### config.mk
export PLATFORM = sky130hd
export DESIGN_NAME = amber48_fetch
export DESIGN_NICKNAME = d
export VERILOG_FILES = /design/src/rtl/amber48_fetch.sv
export SDC_FILE = /design/constraint.sdc
export NUM_CORES = 1
export LEC_CHECK = 0
export ABC_AREA = 0
export CAP_MARGIN = 20
export CORE_MARGIN = 10
export CORE_UTILIZATION = 50
export DETAILED_ROUTE_END_ITERATION = 10
export HOLD_SLACK_MARGIN = 0.12
export PLACE_DENSITY = 0.82
export SLEW_MARGIN = 20
export SYNTH_ARGS = -nofsm -noshare
export SYNTH_HDL_FRONTEND = slang
export SYNTH_SLANG_ARGS = --single-unit
### constraint.sdc
create_clock -name clk_i -period 3.6 [get_ports clk_i]
set_input_delay 0.9 -clock clk_i [delete_from_list [all_inputs] [get_ports clk_i]]
set_output_delay 0.9 -clock clk_i [all_outputs]
set_load 0.01 [all_outputs]
### src/rtl/amber48_fetch.sv
// amber48_fetch: holds the fetch PC, issues credit-limited in-order imem reads and buffers responses for the decoder.
// Optional: define AMBER48_FETCH_PERF_EN to add fetch_bubble_cnt_o (decoder-starved cycle counter).
package amber48_pkg;
  localparam int XLEN = 32;
  localparam int ILEN = 48;

  typedef struct packed {
    logic            valid;
    logic [XLEN-1:0] pc;
    logic [ILEN-1:0] instr;
  } amber48_decode_in_s;
endpackage

module amber48_fetch
  import amber48_pkg::*;
#(
  parameter logic [XLEN-1:0] RESET_PC  = XLEN'(0),
  parameter logic [XLEN-1:0] PC_STEP   = XLEN'(1),
  parameter int unsigned     BUF_DEPTH = 2
) (
  input  logic               clk_i,
  input  logic               rst_ni,
  output logic               imem_req_o,
  output logic [XLEN-1:0]    imem_addr_o,
  input  logic               imem_ready_i,
  input  logic               imem_rvalid_i,
  input  logic [ILEN-1:0]    imem_rdata_i,
  input  logic               redirect_valid_i,
  input  logic [XLEN-1:0]    redirect_pc_i,
  input  logic               decode_ready_i,
  output amber48_decode_in_s fetch_o
`ifdef AMBER48_FETCH_PERF_EN
  ,
  output logic [31:0]        fetch_bubble_cnt_o
`endif
);

  localparam int CW = $clog2(BUF_DEPTH + 1);
  localparam int AW = (BUF_DEPTH > 1) ? $clog2(BUF_DEPTH) : 1;
  localparam logic [CW:0]   DEPTH_C = (CW+1)'(BUF_DEPTH);
  localparam logic [AW-1:0] LAST_C  = AW'(BUF_DEPTH - 1);

  typedef enum logic [0:0] {RUN, DRAIN} state_e;

  state_e                         state_q, state_d;
  logic [XLEN-1:0]                pc_q, pc_d;
  logic [CW-1:0]                  inflight_q, inflight_d;
  logic [CW-1:0]                  drop_q, drop_d;
  logic [CW-1:0]                  fcnt_q, fcnt_d;
  logic [AW-1:0]                  frd_q, frd_d, fwr_q, fwr_d;
  logic [AW-1:0]                  qrd_q, qrd_d, qwr_q, qwr_d;
  logic [BUF_DEPTH-1:0][XLEN-1:0] fpc_q, fpc_d;
  logic [BUF_DEPTH-1:0][ILEN-1:0] finstr_q, finstr_d;
  logic [BUF_DEPTH-1:0][XLEN-1:0] qpc_q, qpc_d;

  logic [CW:0] occupancy;
  logic        req, accept, fvalid, pop;

  function automatic logic [AW-1:0] ptr_inc(input logic [AW-1:0] p);
    return (p == LAST_C) ? '0 : p + 1'b1;
  endfunction

  // Slots already promised (in flight) plus slots holding data bound the
  // request window, so every response is guaranteed a FIFO entry.
  always_comb begin
    occupancy = {1'b0, inflight_q} + {1'b0, fcnt_q};
    req       = rst_ni && (state_q == RUN) && !redirect_valid_i && (occupancy < DEPTH_C);
    accept    = req && imem_ready_i;
    fvalid    = (fcnt_q != '0) && !redirect_valid_i;
    pop       = fvalid && decode_ready_i;
  end

  always_comb begin
    state_d    = state_q;
    pc_d       = pc_q;
    inflight_d = inflight_q;
    drop_d     = drop_q;
    fcnt_d     = fcnt_q;
    frd_d      = frd_q;
    fwr_d      = fwr_q;
    qrd_d      = qrd_q;
    qwr_d      = qwr_q;
    fpc_d      = fpc_q;
    finstr_d   = finstr_q;
    qpc_d      = qpc_q;
    case (state_q)
      RUN: begin
        if (redirect_valid_i) begin
          // A response landing this cycle is already gone, so it is not owed a drop.
          pc_d       = redirect_pc_i;
          drop_d     = inflight_q - CW'(imem_rvalid_i);
          inflight_d = '0;
          fcnt_d     = '0;
          frd_d      = '0;
          fwr_d      = '0;
          qrd_d      = '0;
          qwr_d      = '0;
          state_d    = (drop_d != '0) ? DRAIN : RUN;
        end else begin
          if (accept) begin
            qpc_d[qwr_q] = pc_q;
            qwr_d        = ptr_inc(qwr_q);
            pc_d         = pc_q + PC_STEP;
          end
          if (imem_rvalid_i) begin
            fpc_d[fwr_q]    = qpc_q[qrd_q];
            finstr_d[fwr_q] = imem_rdata_i;
            fwr_d           = ptr_inc(fwr_q);
            qrd_d           = ptr_inc(qrd_q);
          end
          if (pop) frd_d = ptr_inc(frd_q);
          inflight_d = inflight_q + CW'(accept) - CW'(imem_rvalid_i);
          fcnt_d     = fcnt_q + CW'(imem_rvalid_i) - CW'(pop);
        end
      end
      DRAIN: begin
        if (redirect_valid_i) pc_d = redirect_pc_i;
        if (imem_rvalid_i)    drop_d = drop_q - 1'b1;
        state_d = (drop_d == '0) ? RUN : DRAIN;
      end
      default: state_d = RUN;
    endcase
  end

  always_ff @(posedge clk_i or negedge rst_ni) begin
    if (!rst_ni) begin
      state_q    <= RUN;
      pc_q       <= RESET_PC;
      inflight_q <= '0;
      drop_q     <= '0;
      fcnt_q     <= '0;
      frd_q      <= '0;
      fwr_q      <= '0;
      qrd_q      <= '0;
      qwr_q      <= '0;
      fpc_q      <= '0;
      finstr_q   <= '0;
      qpc_q      <= '0;
    end else begin
      state_q    <= state_d;
      pc_q       <= pc_d;
      inflight_q <= inflight_d;
      drop_q     <= drop_d;
      fcnt_q     <= fcnt_d;
      frd_q      <= frd_d;
      fwr_q      <= fwr_d;
      qrd_q      <= qrd_d;
      qwr_q      <= qwr_d;
      fpc_q      <= fpc_d;
      finstr_q   <= finstr_d;
      qpc_q      <= qpc_d;
    end
  end

  assign imem_req_o    = req;
  assign imem_addr_o   = pc_q;
  assign fetch_o.valid = fvalid;
  assign fetch_o.pc    = fvalid ? fpc_q[frd_q]    : '0;
  assign fetch_o.instr = fvalid ? finstr_q[frd_q] : '0;

`ifdef AMBER48_FETCH_PERF_EN
  logic [31:0] bubble_q, bubble_d;

  always_comb begin
    bubble_d = bubble_q;
    if (decode_ready_i && !fvalid && (bubble_q != 32'hFFFF_FFFF)) bubble_d = bubble_q + 32'd1;
  end

  always_ff @(posedge clk_i or negedge rst_ni) begin
    if (!rst_ni) bubble_q <= '0;
    else         bubble_q <= bubble_d;
  end

  assign fetch_bubble_cnt_o = bubble_q;
`endif

  // In DRAIN the outstanding responses are tracked by drop, not inflight.
  logic [CW-1:0] outstanding;
  assign outstanding = (state_q == RUN) ? inflight_q : drop_q;

  a_no_orphan_rsp: assert property (@(posedge clk_i) disable iff (!rst_ni)
    imem_rvalid_i |-> (outstanding != '0));

endmodule

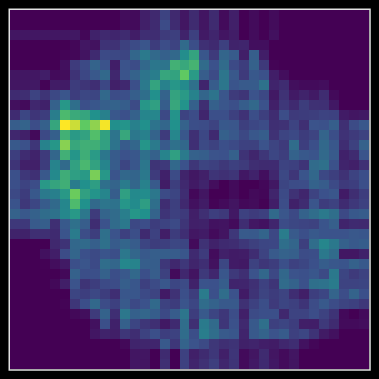
*Routed metal per tile, run 1*
(2 px per um) The die is cut into 36 by 36 equal tiles; dark purple is low, yellow is high, scaled to the fullest tile. Values are wire area over tile area, all layers added.
tiles over half the peak: 5.4%
mean over tiles: 0.17
fullest tile: 0.87
routed vias: 9533
gr usage total: 19.60%
WL/cell: 20.05 um
final wirelength: 33.10 mm

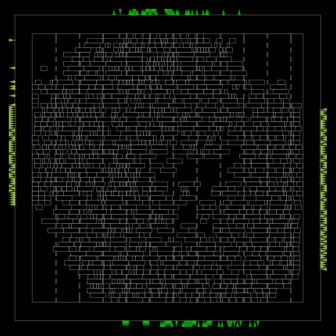
*Placed standard cells, run 1*
core box area: 25110 um^2
Seq/total area: 41.38%
Final Util: 64.36%

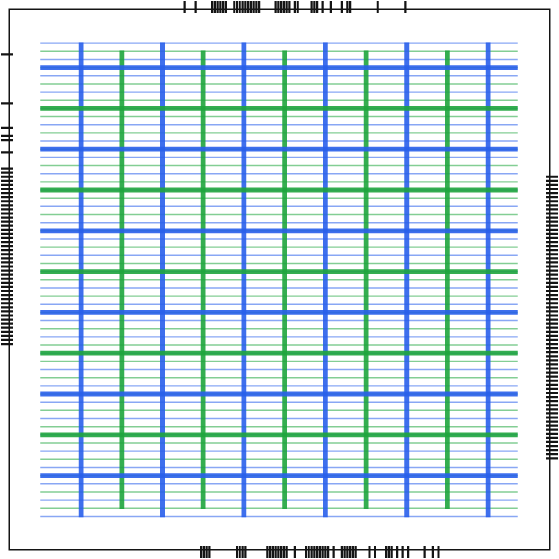
*PDN straps and rails, run 1*
(3 px per um) Pins as bars on the die edge.
legend:
  VDD:
    color: green
  VSS:
    color: blue
signal pins: 200
rows: 58
met5 straps: 11
met4 straps: 11
Die Height: 179.7 um
Worst VDD drop: 0.4045 mV
Die X: 179.7 um

==> Changelog: implementation, run 1 <==
### Physical design

- Post-route setup slack: ~0.083 ns
- Crit path time final: ~3.5 ns
- Sequential share of power: 40.9%
- Yosys adder share: 0.7458%
- Power Total: 13300 uW
- Hold Crit Class: input port to asynchronous set/reset pin
- Met2 routed WL: 15.58 mm
- Clock share of power: approximately 22%
- Critical Path End: fetch_o[20]
- Slowest CP cell: clkdlybuf4s50_1
- Critical Path Sink Type: output port
- Worst-margin pin slew: 1.024 ns
- Startpoint types: input port
- Inverters: 14
- Largest registers: finstr_q: 96 flops, fpc_q: 64 flops, qpc_q: 64 flops
- Crit path kind: input port to output port
- Max FFs per register: 96
- Final std cells w/o fill: 1651
- # rows: 58
- Pin count of the biggest net entering global routing: around 160
- CP cell instances: clkdlybuf4s50_1, inv_1, o21ai_4, buf_12, nor2_1, clkdlybuf4s50_1
- Chip area: between 30000 and 40000 um^2
- Top power group: registers
- M2 GR Usage: approximately a third
- Simple share: ~11%
- Yosys top cell by instances: dfrtp_1
- Crit path required time: 2.70 ns
- R2R setup slack: 0.29 ns
- Unique cell types: 63
- Most numerous logic cell after layout: dfrtp_1
- Post-layout net count: 1392
- Worst R2R End: inflight_q[1]
- Most used cell, CP: clkdlybuf4s50_1
- GPL Wtd Cong: between 0.8 and 0.9
- CP Buf/Inv Count: 4
- Clk pwr: a little under 3000 uW
- Number of multi-input logic gates: 753
- CTS tree: built
- GRT busiest layer: met2
- Combinational power share: a little under two fifths
- Seq pwr: around 5400 uW
- # diodes: 0
- Avg Cell Area, Syn: about 11 um^2
- Dominant synthesized flop cell: dfrtp_1
- CP top delay family: buffers and inverters
- Top non-seq family: multiplexers
- Async SR Flop Fraction: 100.0%
- Setup TNS: 0 ns
- CTS clock-pin slew for the worst setup and hold paths: 0.06 ns
- Placed insts: about 1.6k
- Clock buffers: 42
- Final hold violations: 0
- Sw frac: 33.78%
- Result of the run: complete, no violations
- Worst skew pair latency: 0.53 ns
- CTS resizes: 1
- Clock buffer count from CTS: 28
- Clock sinks: approximately 270
- OpenROAD warning count: 28
- DP Area: 15130 um^2
- Most frequent cells in the layout: dfrtp_1, clkdlybuf4s50_1, nor2_1
- Met3 usage: 4.137%
- Count of flip-flops and latches: 267
- Largest stage delay on the critical path: 0.57 ns
- Launch point of the worst reg-to-reg path: fcnt_q[0]
- Vias in the first global route: 9640
- DRC: 0
- Io pins: 200
==> run 1 -> run 2 <==
--- a/config.mk
+++ b/config.mk
@@ -7,11 +7,12 @@
 export LEC_CHECK = 0
 export ABC_AREA = 0
 export CAP_MARGIN = 20
+export CORE_ASPECT_RATIO = 1.1
 export CORE_MARGIN = 10
-export CORE_UTILIZATION = 50
+export CORE_UTILIZATION = 54
 export DETAILED_ROUTE_END_ITERATION = 10
 export HOLD_SLACK_MARGIN = 0.12
-export PLACE_DENSITY = 0.82
+export PLACE_DENSITY = 0.87
 export SLEW_MARGIN = 20
 export SYNTH_ARGS = -nofsm -noshare
 export SYNTH_HDL_FRONTEND = slang
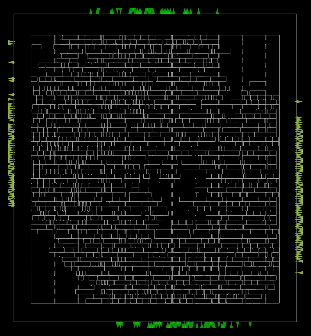
*Placed standard cells, run 2*
Final Util: 69.04%
Taps Inserted: 300
Seq/total area: 41.97%
final std cells w/o fill: 1605

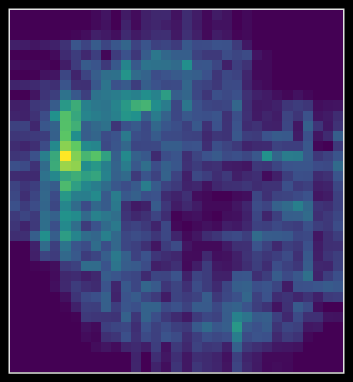
*Routed metal per tile, run 2*
(2 px per um) The die is cut into 33 by 36 equal tiles; dark purple is low, yellow is high, scaled to the fullest tile. Values are wire area over tile area, all layers added.
densest ninth of the die: west
fullest tile: 1.0
mean over tiles: 0.18
nearly empty tiles: 18%
tiles over half the peak: 3.1%

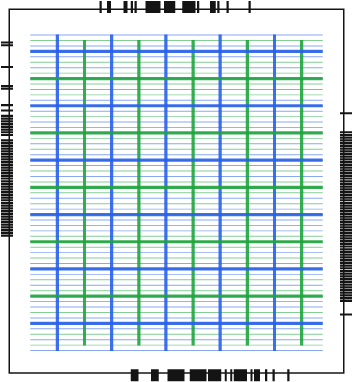
*PDN straps and rails, run 2*
(2 px per um) Pins as bars on the die edge.
Die X: 166.5 um
core box area: 23080 um^2
Worst VDD drop: 0.5233 mV

==> Changelog: implementation, run 2 <==
### Physical design

- Combinational power share: 36.9% (about the same)
- Top cell category: registers
- Int Pwr: 8528 uW
- Met2 routed WL: 16.13 mm (+3.6%)
- Hold_ws: around 0.2 ns
- Top cells by count, synth: dfrtp_1, nor2_1, mux2_2
- ClkCell Share: between 5 and 6%
- Final wirelength: 33.37 mm (+0.81%)
- First-pass GRT wire length: 53.72 mm
- Layout cell share with drive strength beyond 1: 18.54%
- Pin count of the biggest net entering global routing: 173 (+8.1%)
- Unique cell types: 63 (unchanged)
- Number of multi-input logic gates: 753 (unchanged)
- R2R setup slack: 0.31 ns (+0.02 ns)
- Most frequent cells in the layout: dfrtp_1, clkdlybuf4s50_1, nor2_1
- Clock share of power: 20.7% (-1.5 points)
- Result of the run: complete, no violations
- Startpoint types: input port
- Filler Cells Inserted: 1628
- Met3 usage: 4.493% (+0.36 points)
- Dominant synthesized flop cell: dfrtp_1
- Setup TNS: 0 ns (unchanged)
- Drt initial violations: 889
- # rows: 58 (unchanged)
- Synth mux share: between 20% and 30%
- Sw frac: 34.54% (+0.76 points)
- Yosys cell count: 1119
- GPL Wtd Cong: 0.9016 (+2.4%)
- Non-CTS buffers: 222
- Clock buffer count from CTS: 27 (-3.6%)
- Worst R2R End: inflight_q[1]
- OpenROAD warning count: 28 (unchanged)
- # diodes: 0 (unchanged)
- Yosys top cell by instances: dfrtp_1
- Register with the highest flop count: finstr_q
- Slew margin rel.: 25.55%
- Clock sinks: 267 (unchanged)
- DRC: 0 (unchanged)
- Routed vias: 9561 (+0.29%)
- Post-place setup slack: 0.1152 ns
- Power Total: 13030 uW (-2.1%)
- Sequential share of power: 42.4% (+1.5 points)
- Launch point of the worst reg-to-reg path: fcnt_q[0]
- XOR/XNOR Fraction of Synth Area: 0.4809%
- WL/cell: 20.79 um (+3.7%)
- Placed insts: 1556 (-2.6%)
- Root Driver: clkbuf_16
- Io pins: 200 (unchanged)
- GRT busiest layer: met2
- Most used cell, CP: clkdlybuf4s50_1
- Buffering overhead: 14.39%
- Worst-margin pin slew: 1.117 ns (+0.09255 ns)
- Clock buffers: 38 (-9.5%)
- Async SR Flop Fraction: 100.0% (unchanged)
- Seq pwr: 5530 uW (+2%)
- Most numerous logic cell after layout: dfrtp_1
- CP cell instances: clkdlybuf4s50_1, inv_1, o21ai_4, buf_12, nor2_1, clkdlybuf4s50_1
- Largest cells by area: dfrtp_1, mux2_2, mux2i_1, nor2_1, mux2_4
- Vias in the first global route: 9882 (+2.5%)
- DR top layer: met4
- CP top delay family: buffers and inverters
- Largest registers: finstr_q: 96 flops, fpc_q: 64 flops, qpc_q: 64 flops
- FF/Latch Area: 6686 um^2
- Slowest CP cell: clkdlybuf4s50_1
- Hold Crit Class: input port to asynchronous set/reset pin
- Top non-seq family: multiplexers
- Final hold violations: 0 (unchanged)
- Post-layout net count: 1378 (-1.0%)
- Crit path required time: 2.70 ns (about the same)
- Clk pwr: 2700 uW (-8.5%)
- Count of flip-flops and latches: 267 (unchanged)
- CP Buf/Inv Count: 4 (unchanged)
- CTS resizes: 1 (unchanged)
- Avg Cell Area, Syn: 11.39 um^2 (unchanged)
- Crit path kind: input port to output port
- CTS clock-pin slew for the worst setup and hold paths: 0.06 ns (about the same)
- M2 GR Usage: 35.29% (+3.9 points)
- Worst skew pair latency: 0.53 ns (about the same)
- Critical Path End: fetch_o[50]
- Met1 wire length: roughly 14 mm
- Chip area: 30160 um^2 (-6.6%)
- Inverters: 14 (unchanged)
- Top power group: registers
- Post-route setup slack: 0.08904 ns (+0.006525 ns)
- Largest stage delay on the critical path: 0.56 ns (about the same)
- Complex Gates by Area: 8.057%
- Gr usage total: 21.27% (+1.7 points)
- Logic area: 5669 um^2
- Antenna-violating nets left: 0
- Max FFs per register: 96 (unchanged)
- Number of enable flip-flop cells: 0
- CTS tree: built
- Yosys adder share: 0.7458% (unchanged)
- Crit path time final: 3.511 ns (-0.006525 ns)
- Postcts setup bufs: 0
- Simple share: 11.02% (unchanged)
- DP Area: 15080 um^2 (-0.38%)
- Critical Path Sink Type: output port
==> run 2 -> run 3 <==
--- a/config.mk
+++ b/config.mk
@@ -17,3 +17,4 @@
 export SYNTH_ARGS = -nofsm -noshare
 export SYNTH_HDL_FRONTEND = slang
 export SYNTH_SLANG_ARGS = --single-unit
+export TNS_END_PERCENT = 1
==> Changelog: implementation, run 3 <==
### Physical design

- XOR/XNOR Fraction of Synth Area: 0.4809% (unchanged)
- Area grow syn2layout: 24.97%
- Sequential share of power: 42.4% (about the same)
- Post-place setup slack: 0.1152 ns (unchanged)
- # rows: 58 (unchanged)
- WL/cell: 20.79 um (unchanged)
- Root Driver: clkbuf_16
- ClkCell Share: 5.371% (unchanged)
- Die X: 166.5 um (unchanged)
- Antenna-violating nets left: 0 (unchanged)
- Detail Route met3 WL: 2.561 mm
- Taps Inserted: 300 (unchanged)
- Final wirelength: 33.37 mm (unchanged)
- Syn Nets: 1212
- CTS clock-pin slew for the worst setup and hold paths: 0.06 ns (about the same)
- Worst R2R End: inflight_q[1]
- Synthesized registers: 267
- Dominant synthesized flop cell: dfrtp_1
- Chip area: 30160 um^2 (unchanged)
- Combinational power share: 36.9% (about the same)
- DP Area: 15080 um^2 (unchanged)
- Placed insts: 1556 (unchanged)
- FF/Latch Area: 6686 um^2 (unchanged)
- Largest cells by area: dfrtp_1, mux2_2, mux2i_1, nor2_1, mux2_4
- Fin area: around 16000 um^2
- Post-layout net count: 1378 (unchanged)
- Crit path required time: 2.70 ns (about the same)
- Layout cell share with drive strength beyond 1: 18.54% (unchanged)
- Max FFs per register: 96 (unchanged)
- Worst-margin pin slew: 1.117 ns (unchanged)
- Yosys adder share: 0.7458% (unchanged)
- DP HPWL: 22.28 mm
- Leak: between 0.006 and 0.007 uW
- Setup TNS: 0 ns (unchanged)
- Number of enable flip-flop cells: 0 (unchanged)
- Complex Gates by Area: 8.057% (unchanged)
- Logic area: 5669 um^2 (unchanged)
- Clock sinks: 267 (unchanged)
- Power per cell area: ~820 nW/um^2
- R2R setup slack: 0.31 ns (about the same)
- Largest stage delay on the critical path: 0.56 ns (about the same)
- Hold_ws: 0.2004 ns (unchanged)
- Most used cell, CP: clkdlybuf4s50_1
- Register share after synthesis: 52.40%
- DR top layer: met4
- Slowest CP cell: clkdlybuf4s50_1
- Multi-input combinational area share: 35.58%
- YS warnings: 0
- OpenROAD warning count: 28 (unchanged)
- First-pass GRT wire length: 53.72 mm (unchanged)
- CP top delay family: buffers and inverters
- Top-area cell share: 52.40%
- Yosys top cell by instances: dfrtp_1
- Final hold violations: 0 (unchanged)
- Non-CTS buffers: 222 (unchanged)
- Vias in the first global route: 9882 (unchanged)
- Cells after Synth: 1119
- Clock buffer count from CTS: 27 (unchanged)
- Met1 wire length: 13.58 mm (unchanged)
- Result of the run: complete, no violations
- Largest registers: finstr_q: 96 flops, fpc_q: 64 flops, qpc_q: 64 flops
- Core box area: 23080 um^2 (unchanged)
- Avg Cell Area, Syn: 11.39 um^2 (unchanged)
- CTS resizes: 1 (unchanged)
- Crit path from: redirect_valid_i
- Most frequent cells in the layout: dfrtp_1, clkdlybuf4s50_1, nor2_1
- CTS HTree Levels: 1
- Sw frac: 34.54% (unchanged)
- M2 GR Usage: 35.29% (unchanged)
- Initial DRT Pass Iterations: 5
- Combinational cell power: approximately 4800 uW
- Crit path kind: input port to output port
- Via density: about 6.0
- Port bufs: just under 200
- Dominant cell type by area after synthesis: dfrtp_1
- Final Util: 69.04% (unchanged)
- Max_cap viols: 0
- Post-route setup slack: 0.08904 ns (unchanged)
- Period utilization: between 90% and 100%
- GPL Wtd Cong: 0.9016 (unchanged)
- Max-slew violations: 0
- GR Overflow Total: 0
- Simple share: 11.02% (unchanged)
- Top power group: registers
- Final std cells w/o fill: 1605 (unchanged)
- Pin count of the biggest net entering global routing: 173 (unchanged)
- Inverters: 14 (unchanged)
- Top non-seq family: multiplexers
- Power Total: 13030 uW (unchanged)
- Drt initial violations: 889 (unchanged)
- Int Pwr: 8528 uW (unchanged)
- RSZ-0062 raised after global routing: no
- Top cell category: registers
- Yosys cell count: 1119 (unchanged)
- Async SR Flop Fraction: 100.0% (unchanged)
- GRT busiest layer: met2
- Startpoint types: input port
- Endpoints failing setup: 0
- Unique cell types: 63 (unchanged)
- CTS Hold Buffers Added: 0
- Postcts setup bufs: 0 (unchanged)
- Met3 usage: 4.493% (unchanged)
- Clock share of power: 20.7% (about the same)
- Most numerous logic cell after layout: dfrtp_1
- Seq/total area: 41.97% (unchanged)
- Buffering overhead: 14.39% (unchanged)
- Gr usage total: 21.27% (unchanged)
- Number of multi-input logic gates: 753 (unchanged)
- Register with the highest flop count: finstr_q
- Met2 routed WL: 16.13 mm (unchanged)
- Routed vias: 9561 (unchanged)
- Crit path time final: 3.511 ns (unchanged)
- Launch point of the worst reg-to-reg path: fcnt_q[0]
- Slew margin rel.: 25.55% (unchanged)
- Yosys synthesis chip area: 12750 um^2
- Critical Path Sink Type: output port
- Clock buffers: 38 (unchanged)
- CP Buf/Inv Count: 4 (unchanged)
- Synth mux share: 23.89% (unchanged)
- CTS Buffer Depth: 3
- # diodes: 0 (unchanged)
- CP cell instances: clkdlybuf4s50_1, inv_1, o21ai_4, buf_12, nor2_1, clkdlybuf4s50_1
- Seq pwr: 5530 uW (about the same)
- Worst skew pair latency: 0.53 ns (about the same)
- Hold Crit Class: input port to asynchronous set/reset pin
- Max Clock Freq: 0.2848 GHz
- Clk pwr: 2700 uW (about the same)
- Critical Path End: fetch_o[50]
- CTS tree: built
- Worst VDD drop: 0.5233 mV (unchanged)
- Netlist Area Pre-Place: 12750 um^2
- Io pins: 200 (unchanged)
- Top cells by count, synth: dfrtp_1, nor2_1, mux2_2
- DRC: 0 (unchanged)
- Clock skew: around 0.014 ns
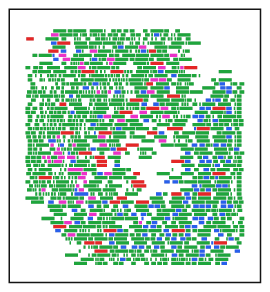
*Drive-strength map, run 3*
(1.5 px per um)
legend:
  x3 and x4:
    color: magenta
    cells: 53
    share: 4.1%
  x1 and smaller:
    color: green
    cells: 1063
    share: 81%
  x6 and larger:
    color: red
    cells: 44
    share: 3.4%
  x2:
    color: blue
    cells: 145
    share: 11%

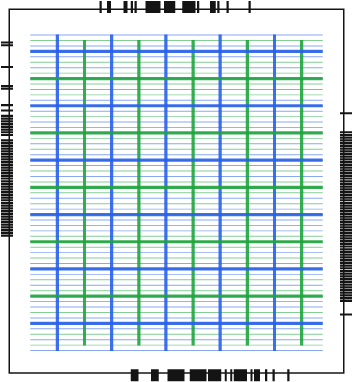
*PDN straps and rails, run 3*
(2 px per um) Pins as bars on the die edge.
Die Height: 181.2 um

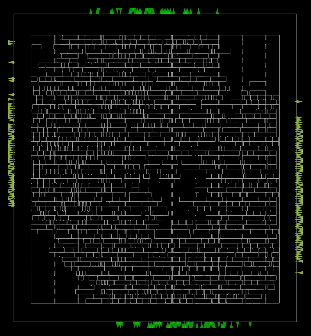
*Placed standard cells, run 3*
count of flip-flops and latches: 267
Filler Cells Inserted: 1628


==> gallery <==
Layout detail.
Plate I
Region (58, 102) to (108, 152) um. Cells in gray, sequential cells in the stronger gray; small squares are vias.
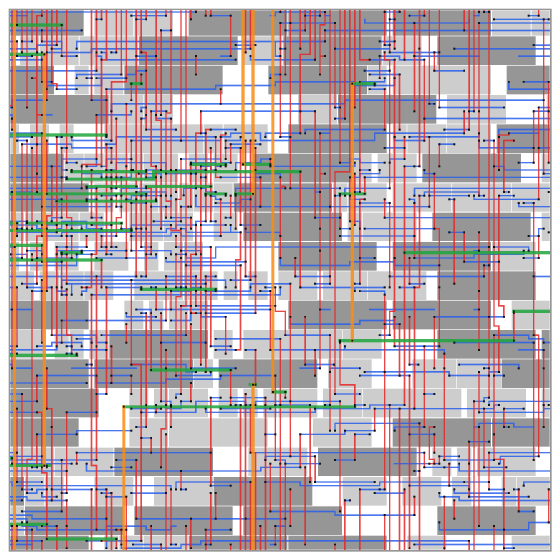
Plate II
Region (65, 101) to (115, 151) um. Cells in gray, sequential cells in the stronger gray; small squares are vias.
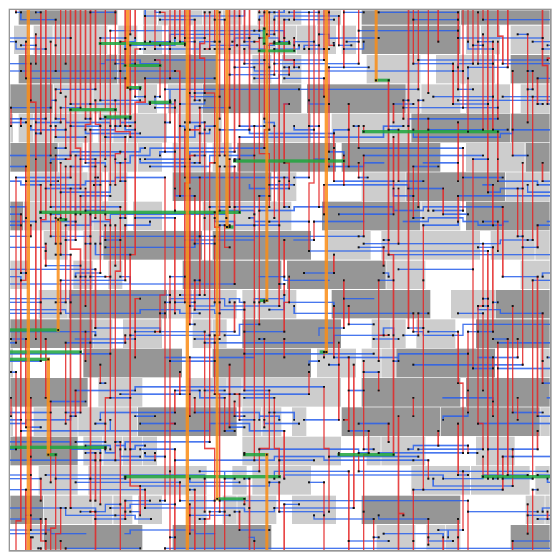
| from | picture |
|---|---|
| run 2 | Plate I |
| run 1 | Plate II |

Key to Plate I:
legend:
  M2:
    color: red
  M4:
    color: orange
  M1:
    color: blue
  M3:
    color: green
sequential cells in the window: 45
netlist names of flops here include: `qpc_q` (24), `fpc_q` (12), `imem_addr_o` (9)
cells with their middle in the window: 166
most frequent: dfrtp_1 (45), a21oi_1 (17), mux2i_1 (13)

No activity file was given, so power comes from the tool's default toggle rates.
